`src/rtl/frame_streamer.sv`:
```
// Streams one frame from a 1-cycle-latency frame buffer onto a valid/ready port.
// A 2-entry FIFO plus a bypass of the returning read keeps first-beat latency at 2 cycles.
module frame_streamer #(
    parameter int DATA_WIDTH = 32,
    parameter int ADDR_WIDTH = 10
) (
    input  logic                  clk,
    input  logic                  rst,
    input  logic                  start,
    input  logic [ADDR_WIDTH:0]   frame_len,
    output logic                  busy,
    output logic                  done,
    output logic                  mem_en,
    output logic [ADDR_WIDTH-1:0] mem_addr,
    input  logic [DATA_WIDTH-1:0] mem_rdata,
    output logic                  m_valid,
    input  logic                  m_ready,
    output logic [DATA_WIDTH-1:0] m_data,
    output logic                  m_last
);

    typedef enum logic [1:0] {
        IDLE  = 2'd0,
        FETCH = 2'd1,
        DRAIN = 2'd2,
        DONE  = 2'd3
    } state_t;

    state_t                state_r;
    logic [ADDR_WIDTH:0]   len_r;
    logic [ADDR_WIDTH:0]   rd_cnt_r;
    logic                  busy_r;
    logic                  done_r;
    logic                  inflight_r;
    logic                  inflight_last_r;
    logic [1:0]            fifo_cnt_r;
    logic [DATA_WIDTH-1:0] data0_r;
    logic [DATA_WIDTH-1:0] data1_r;
    logic                  last0_r;
    logic                  last1_r;

    logic                  head_valid_s;
    logic [DATA_WIDTH-1:0] head_data_s;
    logic                  head_last_s;
    logic                  pop_s;
    logic                  fifo_push_s;
    logic                  fifo_pop_s;
    logic [2:0]            occ_next_s;
    logic                  issue_s;
    logic                  issue_last_s;

    // Head of the stream: oldest FIFO entry, else the read returning this cycle.
    always_comb begin
        head_valid_s = 1'b0;
        head_data_s  = {DATA_WIDTH{1'b0}};
        head_last_s  = 1'b0;
        if (fifo_cnt_r != 2'd0) begin
            head_valid_s = 1'b1;
            head_data_s  = data0_r;
            head_last_s  = last0_r;
        end else if (inflight_r) begin
            head_valid_s = 1'b1;
            head_data_s  = mem_rdata;
            head_last_s  = inflight_last_r;
        end else begin
            head_valid_s = 1'b0;
        end
    end

    assign pop_s       = head_valid_s & m_ready;
    assign fifo_pop_s  = pop_s & (fifo_cnt_r != 2'd0);
    assign fifo_push_s = inflight_r & ~((fifo_cnt_r == 2'd0) & pop_s);
    // Words held after this edge; a new read may only issue if one slot stays free.
    assign occ_next_s  = {1'b0, fifo_cnt_r} + {2'b00, inflight_r} - {2'b00, pop_s};

    // Read issue decision for the current cycle.
    always_comb begin
        issue_s      = 1'b0;
        issue_last_s = 1'b0;
        if ((state_r == FETCH) && (rd_cnt_r < len_r) && (occ_next_s < 3'd2)) begin
            issue_s      = 1'b1;
            issue_last_s = (rd_cnt_r == (len_r - {{ADDR_WIDTH{1'b0}}, 1'b1}));
        end else begin
            issue_s      = 1'b0;
            issue_last_s = 1'b0;
        end
    end

    // Frame sequencing FSM with registered busy/done.
    always_ff @(posedge clk) begin
        if (rst) begin
            state_r  <= IDLE;
            len_r    <= {(ADDR_WIDTH+1){1'b0}};
            rd_cnt_r <= {(ADDR_WIDTH+1){1'b0}};
            busy_r   <= 1'b0;
            done_r   <= 1'b0;
        end else begin
            case (state_r)
                IDLE: begin
                    done_r <= 1'b0;
                    if (start) begin
                        len_r    <= frame_len;
                        rd_cnt_r <= {(ADDR_WIDTH+1){1'b0}};
                        busy_r   <= 1'b1;
                        if (frame_len == {(ADDR_WIDTH+1){1'b0}}) begin
                            state_r <= DONE;
                            done_r  <= 1'b1;
                        end else begin
                            state_r <= FETCH;
                        end
                    end
                end
                FETCH: begin
                    if (issue_s) begin
                        rd_cnt_r <= rd_cnt_r + {{ADDR_WIDTH{1'b0}}, 1'b1};
                        if (issue_last_s) begin
                            state_r <= DRAIN;
                        end
                    end
                end
                DRAIN: begin
                    if (occ_next_s == 3'd0) begin
                        state_r <= DONE;
                        done_r  <= 1'b1;
                    end
                end
                DONE: begin
                    state_r <= IDLE;
                    done_r  <= 1'b0;
                    busy_r  <= 1'b0;
                end
                default: begin
                    state_r <= IDLE;
                    done_r  <= 1'b0;
                    busy_r  <= 1'b0;
                end
            endcase
        end
    end

    // Read-return tracking and the 2-entry output FIFO.
    always_ff @(posedge clk) begin
        if (rst) begin
            inflight_r      <= 1'b0;
            inflight_last_r <= 1'b0;
            fifo_cnt_r      <= 2'd0;
            data0_r         <= {DATA_WIDTH{1'b0}};
            data1_r         <= {DATA_WIDTH{1'b0}};
            last0_r         <= 1'b0;
            last1_r         <= 1'b0;
        end else begin
            inflight_r      <= issue_s;
            inflight_last_r <= issue_last_s;
            case (fifo_cnt_r)
                2'd0: begin
                    if (fifo_push_s) begin
                        data0_r    <= mem_rdata;
                        last0_r    <= inflight_last_r;
                        fifo_cnt_r <= 2'd1;
                    end
                end
                2'd1: begin
                    if (fifo_pop_s && fifo_push_s) begin
                        data0_r <= mem_rdata;
                        last0_r <= inflight_last_r;
                    end else if (fifo_pop_s) begin
                        fifo_cnt_r <= 2'd0;
                    end else if (fifo_push_s) begin
                        data1_r    <= mem_rdata;
                        last1_r    <= inflight_last_r;
                        fifo_cnt_r <= 2'd2;
                    end
                end
                2'd2: begin
                    if (fifo_pop_s) begin
                        data0_r <= data1_r;
                        last0_r <= last1_r;
                        if (fifo_push_s) begin
                            data1_r <= mem_rdata;
                            last1_r <= inflight_last_r;
                        end else begin
                            fifo_cnt_r <= 2'd1;
                        end
                    end
                end
                default: begin
                    fifo_cnt_r <= 2'd0;
                end
            endcase
        end
    end

    assign busy     = busy_r;
    assign done     = done_r;
    assign mem_en   = issue_s;
    assign mem_addr = rd_cnt_r[ADDR_WIDTH-1:0];
    assign m_valid  = head_valid_s;
    assign m_data   = head_data_s;
    assign m_last   = head_last_s;

endmodule

```
`config.mk`:
```
export PLATFORM = sky130hd
export DESIGN_NAME = frame_streamer
export DESIGN_NICKNAME = d
export VERILOG_FILES = /design/src/rtl/frame_streamer.sv
export SDC_FILE = /design/constraint.sdc
export NUM_CORES = 1
export LEC_CHECK = 0
export CAP_MARGIN = 20
export CORE_ASPECT_RATIO = 1.5
export CORE_MARGIN = 10
export CORE_UTILIZATION = 48
export CTS_CLUSTER_SIZE = 30
export DETAILED_ROUTE_END_ITERATION = 6
export PLACE_DENSITY = 0.81
export SYNTH_ARGS = -nofsm -noshare
export SYNTH_HDL_FRONTEND = slang
export SYNTH_SLANG_ARGS = --single-unit
```
`constraint.sdc`:
```
create_clock -name clk -period 3.2 [get_ports clk]
set_input_delay 0.32 -clock clk [delete_from_list [all_inputs] [get_ports clk]]
set_output_delay 0.32 -clock clk [all_outputs]
set_load 0.05 [all_outputs]
```
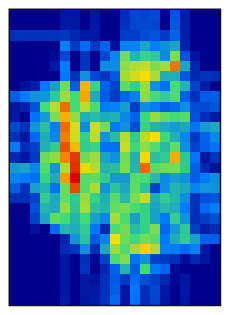
(images/metal_density.png)
Drawn at 2 px/micron. 21 x 29 tiles, from dark blue (low) to red (high), scaled to the fullest tile. Values are wire area over tile area, all layers added.
tiles over half the peak = 18%
mean over tiles = 0.15
densest ninth of the die = center
nearly empty tiles = 21%
DRT Wirelength: 14.09 mm
GRT Total Usage: 17.63%
routed vias: 5050
DR WL/cell: 15.23 microns

==> summary.txt <==
impl run done, here's what came out: status=complete, but fails checks, failing checks=setup timing, final antenna-violating net count=0, P&R area growth vs syn=27.52%, delay of the slowest critical-path stage=0.41 ns, Worst Path Required=2.88 ns, Sink Count=96, WS Path Type=reg2out, Area after DPL=6257 sq um, Comb pwr share=41.0%, final setup fails=12, Layout fillers=929, CP endpoint kind=primary output, Power Density=628.0 nW/um^2, chip area=15450 sq um, synthesized area=5187 sq um, Core ar.=10590 sq um, Synth area leader=dfxtp_1, area share, top type=37.05%, Ports=94, worst setup margin=-0.2359 ns, Setup WS pre-CTS=-0.2016 ns, average size of a mapped cell=7.265 sq um, Root Buffer=clkbuf_16, Layout Skew=0.005713 ns, Pint=2587 uW, final hold vios=0, Cell Type Count=50, Registers, synthesis=96, CTS clk-pin slew, worst paths=0.07 ns, drt drc=0, RSZ-0062 raised after global routing=true, period utilisation layout=107.4%, Pre-Repair DR Iteration Count=5, FF/Latch Area=1926 sq um, HPWL Detailed=10.27 mm, drt via density=5.459
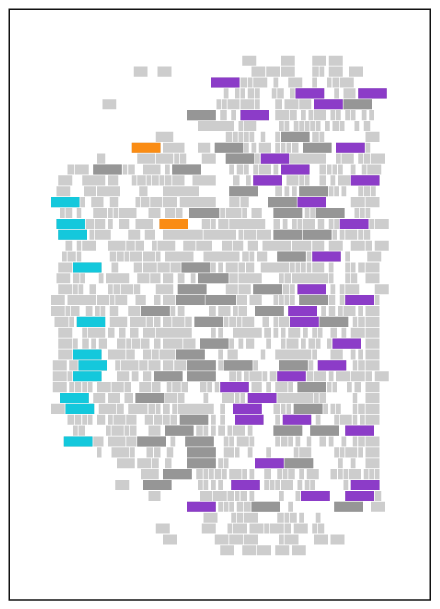
(images/flops_by_reg.png)
Drawn at 4 px/micron. Other sequential cells in the stronger gray, the rest of the logic in the fainter gray.
len_r -> cyan  # flops 11
state_r -> orange  # flops 2
data0_r -> purple  # flops 32

-- cell type report --
type	instances	area share, %
Timing Repair Buffer	112	17.12
Clock buffer	13	4.085
Multi-Input combinational cell	537	45.39
Tap cell	144	2.724
Inverter	20	1.192
Clock inverter	3	0.3783
Sequential cell	96	29.11
-- per-layer routing --
| layer | routed length (microns) | up-vias | GRT usage, % |
|---|---|---|---|
| met5 | 0 | - | 0 |
| met4 | 469 | 0 | 9.848 |
| met3 | 783 | 30 | 4.335 |
| met2 | 7442 | 147 | 31.82 |
| met1 | 5389 | 2344 | 18.07 |
| li1 | - | 2529 | - |
-- power groups by stage --
stage / Combinational (uW) / Sequential [uW] / Clock, uW
3_5_place_dp: 1620 / 1430 / 0
3_3_place_gp: 1560 / 1420 / 0
6_report: 1700 / 1400 / 1050
2_1_floorplan: 1130 / 1440 / 0
5_1_grt: 1840 / 1410 / 1110
4_1_cts: 1680 / 1400 / 1060
-- through the flow --
stage | hold slack, ns | total power (uW) | std cells | utilization [%]
floorplan | 0.4366 | 2569 | 714 | -
global placement | 0.4419 | 2984 | 905 | 59.09
detailed placement | 0.4473 | 3045 | 905 | 59.09
CTS | 0.4571 | 4140 | 923 | 62.31
global route | 0.4730 | 4365 | 925 | 62.46
finish | 0.4558 | 4155 | 925 | 62.46
-- final timing paths --
kind	start	to	slack, ns	depth (start not counted)
setup / recovery	fifo_cnt_r[0]	mem_en	-0.24	13
hold / removal	data1_r[12]	data1_r[12]	0.46	2
setup reg to reg	fifo_cnt_r[0]	state_r[0]	-0.22	15
hold reg to reg	data1_r[12]	data1_r[12]	0.46	2
-- registers in the layout, indices dropped and copies added (netlist names) --
signal,count
inflight_last_r,1
inflight_r,1
rd_cnt_r,11
len_r,11
state_r,2
last1_r,1
busy,1
data1_r,32
last0_r,1
data0_r,32
done,1
fifo_cnt_r,2
-- timing repair --
item                                    CTS  global route
pin swaps                                 3             0
buffers inserted                          2             2
resized                                   7             1
endpoints found under the setup margin    4            15
gates cloned                              0             0
-- synthesized netlist by cell type, types with 2 or more instances --
cell,instances
nand2_1,231
nand4_1,5
and2_1,5
ha_1,19
nand2b_1,6
dfxtp_1,96
o21ai_1,2
a21oi_1,57
a21o_1,3
nor3_1,11
clkbuf_1,48
nand4b_1,3
xor2_1,9
nor2_1,45
or4_1,2
inv_1,20
or3_1,4
nor4_1,4
nor3b_1,3
xnor2_1,15
buf_4,11
nand3_1,7
o21ai_0,39
or2_1,2
and3_1,7
a311oi_1,34
o22ai_1,3
-- worst reg2reg max path: stages, from the launching register on --
cell and delay [ns]:
dfxtp_2 0.32, or3_4 0.38, and2_4 0.15, ha_4 0.20, inv_2 0.06, ha_4 0.12, inv_2 0.03, fa_2 0.35
xnor2_2 0.16, nand2_2 0.07, a2111o_1 0.41, or2_4 0.27, buf_12 0.13, o41ai_4 0.23, nand3_2 0.14, a221oi_2 0.30
-- kinds of logic after synthesis --
kind of cell / Yosys count / synth area share [%]
adder cells (fa/ha/maj): 20 / 4.969
XOR/XNOR: 24 / 4.052
flip-flops: 96 / 37.05
buffers and inverters: 81 / 6.681
multiplexers: 1 / 0.1930
AND-OR/OR-AND: 149 / 18.89
AND/OR/NAND/NOR: 343 / 28.17
Power and IR drop assume default switching activity.
